## config.mk

```make
export PLATFORM = sky130hd
export DESIGN_NAME = muldiv_unit
export DESIGN_NICKNAME = d
export VERILOG_FILES = /design/src/rtl/alu_pkg.sv /design/src/rtl/div_step.sv /design/src/rtl/muldiv_unit.sv
export SDC_FILE = /design/constraint.sdc
export NUM_CORES = 1
export LEC_CHECK = 0
export CORE_ASPECT_RATIO = 1.25
export CORE_MARGIN = 2
export CORE_UTILIZATION = 50
export DETAILED_ROUTE_END_ITERATION = 8
export GPL_ROUTABILITY_DRIVEN = 0
export PLACE_DENSITY = 0.8
export SLEW_MARGIN = 20
export SYNTH_ARGS = -nofsm -noshare
export SYNTH_HDL_FRONTEND = slang
export SYNTH_SLANG_ARGS = --single-unit
```

## constraint.sdc

```tcl
create_clock -name clk -period 3.9 [get_ports clk]
set_clock_uncertainty 0.15 [all_clocks]
set_input_delay 0.39 -clock clk [delete_from_list [all_inputs] [get_ports clk]]
set_output_delay 0.39 -clock clk [all_outputs]
set_load 0.1 [all_outputs]
```

## src/rtl/alu_pkg.sv

```systemverilog
// alu_pkg: opcodes, widths and state encoding shared by the ALU and its multiply/divide engine
package alu_pkg;

  localparam int MULDIV_WIDTH = 32;

  localparam logic [3:0] OP_MUL = 4'b0101;
  localparam logic [3:0] OP_DIV = 4'b0110;

  typedef enum logic [1:0] {
    IDLE,
    MUL,
    DIV,
    DONE
  } muldiv_state_t;

endpackage

```

## src/rtl/div_step.sv

```systemverilog
// div_step: one restoring-division iteration producing the next partial remainder and quotient bit
module div_step #(
  parameter int WIDTH = 32
) (
  input  logic [WIDTH-1:0] rem_i,
  input  logic             bit_i,
  input  logic [WIDTH-1:0] div_i,
  output logic [WIDTH-1:0] rem_o,
  output logic             q_o
);

  logic [WIDTH:0] t;

  // shift in the next dividend bit and subtract the divisor only when it fits
  always_comb begin
    t     = {rem_i, bit_i};
    q_o   = t >= {1'b0, div_i};
    rem_o = q_o ? WIDTH'(t - {1'b0, div_i}) : t[WIDTH-1:0];
  end

endmodule

```

## src/rtl/muldiv_unit.sv

```systemverilog
// muldiv_unit: iterative unsigned shift-add multiplier and restoring divider with start/done handshake
module muldiv_unit
  import alu_pkg::*;
#(
  parameter int WIDTH = MULDIV_WIDTH
) (
  input  logic             clk,
  input  logic             rst,
  input  logic             start,
  input  logic [3:0]       alu_decode,
  input  logic [WIDTH-1:0] rda,
  input  logic [WIDTH-1:0] rdx,
  output logic             busy,
  output logic             done,
  output logic [WIDTH-1:0] hi,
  output logic [WIDTH-1:0] lo,
  output logic [WIDTH-1:0] remain,
  output logic             div_zero
);

  localparam int CW = $clog2(WIDTH);

  muldiv_state_t    state_q, state_d;
  logic [CW-1:0]    cnt_q, cnt_d;
  logic [2*WIDTH-1:0] acc_q, acc_d;
  logic [WIDTH-1:0] b_q, b_d;
  logic [WIDTH-1:0] hi_q, hi_d, lo_q, lo_d, rem_q, rem_d;
  logic             dz_q, dz_d;
  logic [WIDTH:0]   mul_sum;
  logic [2*WIDTH-1:0] mul_acc, div_acc;
  logic [WIDTH-1:0] ds_rem;
  logic             ds_q;
  logic             last;
  logic             is_mul, is_div;

  div_step #(.WIDTH(WIDTH)) u_div_step (
    .rem_i(acc_q[2*WIDTH-1:WIDTH]),
    .bit_i(acc_q[WIDTH-1]),
    .div_i(b_q),
    .rem_o(ds_rem),
    .q_o  (ds_q)
  );

  // state, operands, accumulator and result registers
  always_ff @(posedge clk) begin
    if (rst) begin
      state_q <= IDLE;
      cnt_q   <= '0;
      acc_q   <= '0;
      b_q     <= '0;
      hi_q    <= '0;
      lo_q    <= '0;
      rem_q   <= '0;
      dz_q    <= 1'b0;
    end else begin
      state_q <= state_d;
      cnt_q   <= cnt_d;
      acc_q   <= acc_d;
      b_q     <= b_d;
      hi_q    <= hi_d;
      lo_q    <= lo_d;
      rem_q   <= rem_d;
      dz_q    <= dz_d;
    end
  end

  // next-state logic: acc holds {partial, multiplier} for MUL and {remainder, dividend/quotient} for DIV
  always_comb begin
    state_d = state_q;
    cnt_d   = cnt_q;
    acc_d   = acc_q;
    b_d     = b_q;
    hi_d    = hi_q;
    lo_d    = lo_q;
    rem_d   = rem_q;
    dz_d    = dz_q;
    is_mul  = alu_decode == OP_MUL;
    is_div  = alu_decode == OP_DIV;
    last    = cnt_q == CW'(WIDTH - 1);
    mul_sum = {1'b0, acc_q[2*WIDTH-1:WIDTH]} + (acc_q[0] ? {1'b0, b_q} : '0);
    mul_acc = {mul_sum, acc_q[WIDTH-1:1]};
    div_acc = {ds_rem, acc_q[WIDTH-2:0], ds_q};
    case (state_q)
      IDLE: begin
        if (start && (is_mul || is_div)) begin
          state_d = is_mul ? MUL : DIV;
          cnt_d   = '0;
          dz_d    = 1'b0;
          b_d     = is_mul ? rda : rdx;
          acc_d   = {{WIDTH{1'b0}}, is_mul ? rdx : rda};
        end
      end
      MUL: begin
        acc_d = mul_acc;
        cnt_d = cnt_q + 1'b1;
        if (last) begin
          state_d = DONE;
          hi_d    = mul_acc[2*WIDTH-1:WIDTH];
          lo_d    = mul_acc[WIDTH-1:0];
          rem_d   = '0;
        end
      end
      DIV: begin
        if (b_q == '0) begin
          state_d = DONE;
          hi_d    = '0;
          lo_d    = '1;
          rem_d   = acc_q[WIDTH-1:0];
          dz_d    = 1'b1;
        end else begin
          acc_d = div_acc;
          cnt_d = cnt_q + 1'b1;
          if (last) begin
            state_d = DONE;
            hi_d    = '0;
            lo_d    = div_acc[WIDTH-1:0];
            rem_d   = div_acc[2*WIDTH-1:WIDTH];
          end
        end
      end
      default: state_d = IDLE;
    endcase
  end

  assign busy     = state_q != IDLE;
  assign done     = state_q == DONE;
  assign hi       = hi_q;
  assign lo       = lo_q;
  assign remain   = rem_q;
  assign div_zero = dz_q;

endmodule

```

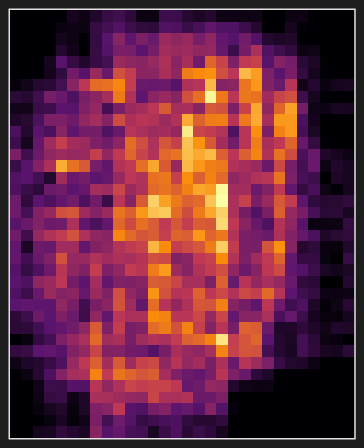
(routed metal per tile)
The die is cut into 30 by 37 equal tiles; black is low, pale yellow is high, scaled to the fullest tile. Values are wire area over tile area, all layers added.
densest ninth of the die: center
emptiest ninth of the die: lower right
fullest tile: 0.86
mean over tiles: 0.27

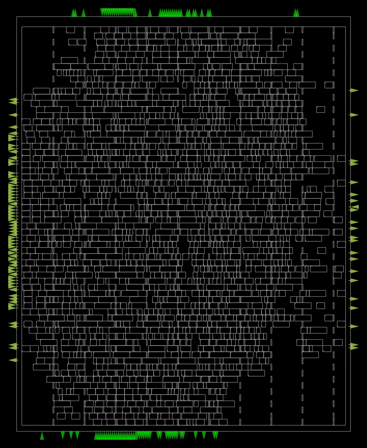
(placement view)
Seq/total area: 25.8%
row cnt: 65

logic make-up after synthesis:
group | after synthesis | share of synthesized area [%]
compound gates | 576 | 30.5
simple gates | 423 | 15.6
flops | 200 | 30.9
buf+inv | 176 | 5.45
mux | 86 | 6.65
fa+ha+maj | 73 | 7.16
xor+xnor | 56 | 3.78
synthesized netlist by cell type (26+ instances only):
library cell,count,area (µm²)
and2_1,38,238
nand2_1,103,387
a21oi_1,157,786
inv_1,57,214
o21ai_0,58,290
a221oi_1,34,298
mux2i_1,85,851
nand3_1,26,130
a211oi_1,68,510
o221ai_1,37,324
nor2_1,145,544
ha_1,71,888
a22oi_1,50,375
nor3_1,32,160
dfxtp_1,200,4000
xnor2_1,34,298
clkbuf_1,80,300
==> impl_metrics.py <==
# Synthesis and PnR figures
metrics = {
    "outcome": {
        "status": "complete, no violations",
    },
    "layout": {
        "final-clk-cell-share_pct": 3.49,
        "antenna-diode-count": 0,
        "drive_above_1_share_pct": 6.35,
        "final_util_pct": 61.2,
        "comb_area_share_pct": 53.4,
        "layout_top_cell": "dfxtp_1",
        "layout.nets": 1848,
        "signal_buffers": 214,
        "fin_area_um2": 15500,
        "layout_top_cells": "200 x dfxtp_1, 168 x clkdlybuf4s50_1, 157 x a21oi_1",
        "largest_register": "acc_q",
        "fillers": 2205,
        "largest_reg_flops": 64,
        "logic_gates": 1214,
        "stdcell_count": 2052,
        "mi_logic_area_um2": 8300,
        "nonClkBufAreaFrac_pct": 13.2,
        "area_growth_pct": 19.8,
        "inverters": 57,
        "seqCellArea_um2": 4000,
        "flops": 200,
        "clock_buffers": 20,
    },
    "cts": {
        "cts_hold_buf": 0,
        "cts_buffers": 17,
        "clk_latency_ns": 0.46,
        "cts_setup_buffers": 0,
        "h-tree-depth": 4,
        "clock-sinks": 200,
        "cts_resized": 0,
        "cts_tree": "built",
        "clkTransAtPathRegs_ns": 0.08,
        "root_buffer": "clkbuf_16",
        "cts_buffer_depth": 2,
    },
    "setup_path": {
        "r2r_cells": 12,
        "slowest_delay_ns": 0.44,
        "cp-end-kind": "flip-flop",
        "path_class": "reg2reg",
        "crit_chain": "inv_1 > ha_1 > a21oi_1 > o21ai_1 > a21oi_1 > nand2_1 > a31o_1 > o21bai_4 > nand2_2 > buf_12 > mux2i_1 > o21ai_0",
        "path_delay_family": "AND-OR/OR-AND gates",
        "r2r-start": "b_q[20]",
        "crit_top_cell": "a21oi_1",
        "startpoint_type": "flip-flop",
        "cp_data_required_time_ns": 4.08,
        "crit_end": "remain[12]",
        "critical_path_depth": 12,
        "cp_max_fo": 21,
        "r2r_end": "remain[12]",
        "crit_slowest_cell": "dfxtp_1",
        "rrSetupSlack_ns": 0.45,
        "arrival_ns": 3.63,
        "cp_num_buf_inv": 2,
        "crit_path_start": "b_q[20]",
    },
    "sta": {
        "tightest_slew_ns": 1.00,
        "timing.final.crit_share_pct": 88.6,
        "finalMaxSlewViolations": 0,
        "setup_viol": 0,
        "setup-tns-final_ns": 0,
        "rsz0062_at_grt": "false",
        "holdWs_ns": 0.244,
        "final.min_clock_period_ns": 3.45,
        "finalHoldViolations": 0,
        "slew_headroom_pct": 32.9,
        "setup_slack_ns": 0.446,
    },
    "logic_synthesis": {
        "yosysWarnings": 0,
        "ys.flops": 200,
        "synth-edff-count": 0,
        "ys_cells": 1590,
        "synth_top_flop_cell": "dfxtp_1",
        "ys_seq_share_pct": 30.9,
        "syn_area_per_cell_um2": 8.15,
        "synthDistinctLibCells": 86,
        "syn-num-nets": 1734,
        "yosys_area_um2": 13000,
        "async_flop_share_pct": 0,
        "syn_inst": 1590,
        "synth_area_um2": 13000,
    },
    "routing": {
        "dr_wl_met2_um": 19200,
        "final_antenna_net_count": 0,
        "met1_length_um": 17100,
        "dr.pass1.iters": 6,
        "drt-initial-drc-count": 1587,
        "dr_wl_met3_um": 4200,
        "dr.max_layer_used": "met4",
        "via_count": 13200,
        "viasPerCell": 6.44,
        "drc": 0,
        "routed_wirelength_um": 42800,
    },
    "min_path": {
        "hold_start": "rst",
        "whs_path_depth": 2,
        "hold_end": "hi[16]",
    },
    "power_and_ir_drop": {
        "p_total_mw": 6.22,
        "switching_share_pct": 39.9,
        "power_density_nw_per_um2": 400,
        "p_seq_share_pct": 37.3,
        "p_int_mw": 3.74,
        "power.net_switching_mw": 2.48,
        "p_seq_mw": 2.32,
        "share_comb_of_total_power_pct": 35.1,
        "ir_drop_mv": 0.332,
        "clk-power_mw": 1.71,
        "leakage_nw": 5.78,
    },
    "grt": {
        "first_global_vias": 12200,
        "grtUsageTotal_pct": 30.5,
        "top_usage_layer": "met2",
        "grt_max_degree": 81,
        "grtUsageMet3_pct": 6.00,
        "use_met1_pct": 39.5,
        "use_met2_pct": 48.1,
    },
    "die": {
        "fp_util_pct": 51.1,
        "die_width_um": 148,
        "tapCellCount": 335,
        "chip_area_um2": 27200,
        "die_height_um": 184,
        "io_pins": 170,
        "core_um2": 25400,
    },
    "placement": {
        "dp_cells": 2020,
        "io_buffers": 169,
        "hpwl_um": 32000,
        "placed_cell_area_um2": 15000,
        "dp_slack_ns": 0.558,
    },
    "run": {
        "maxCapViolCount": 0,
        "warnings": 30,
    },
}
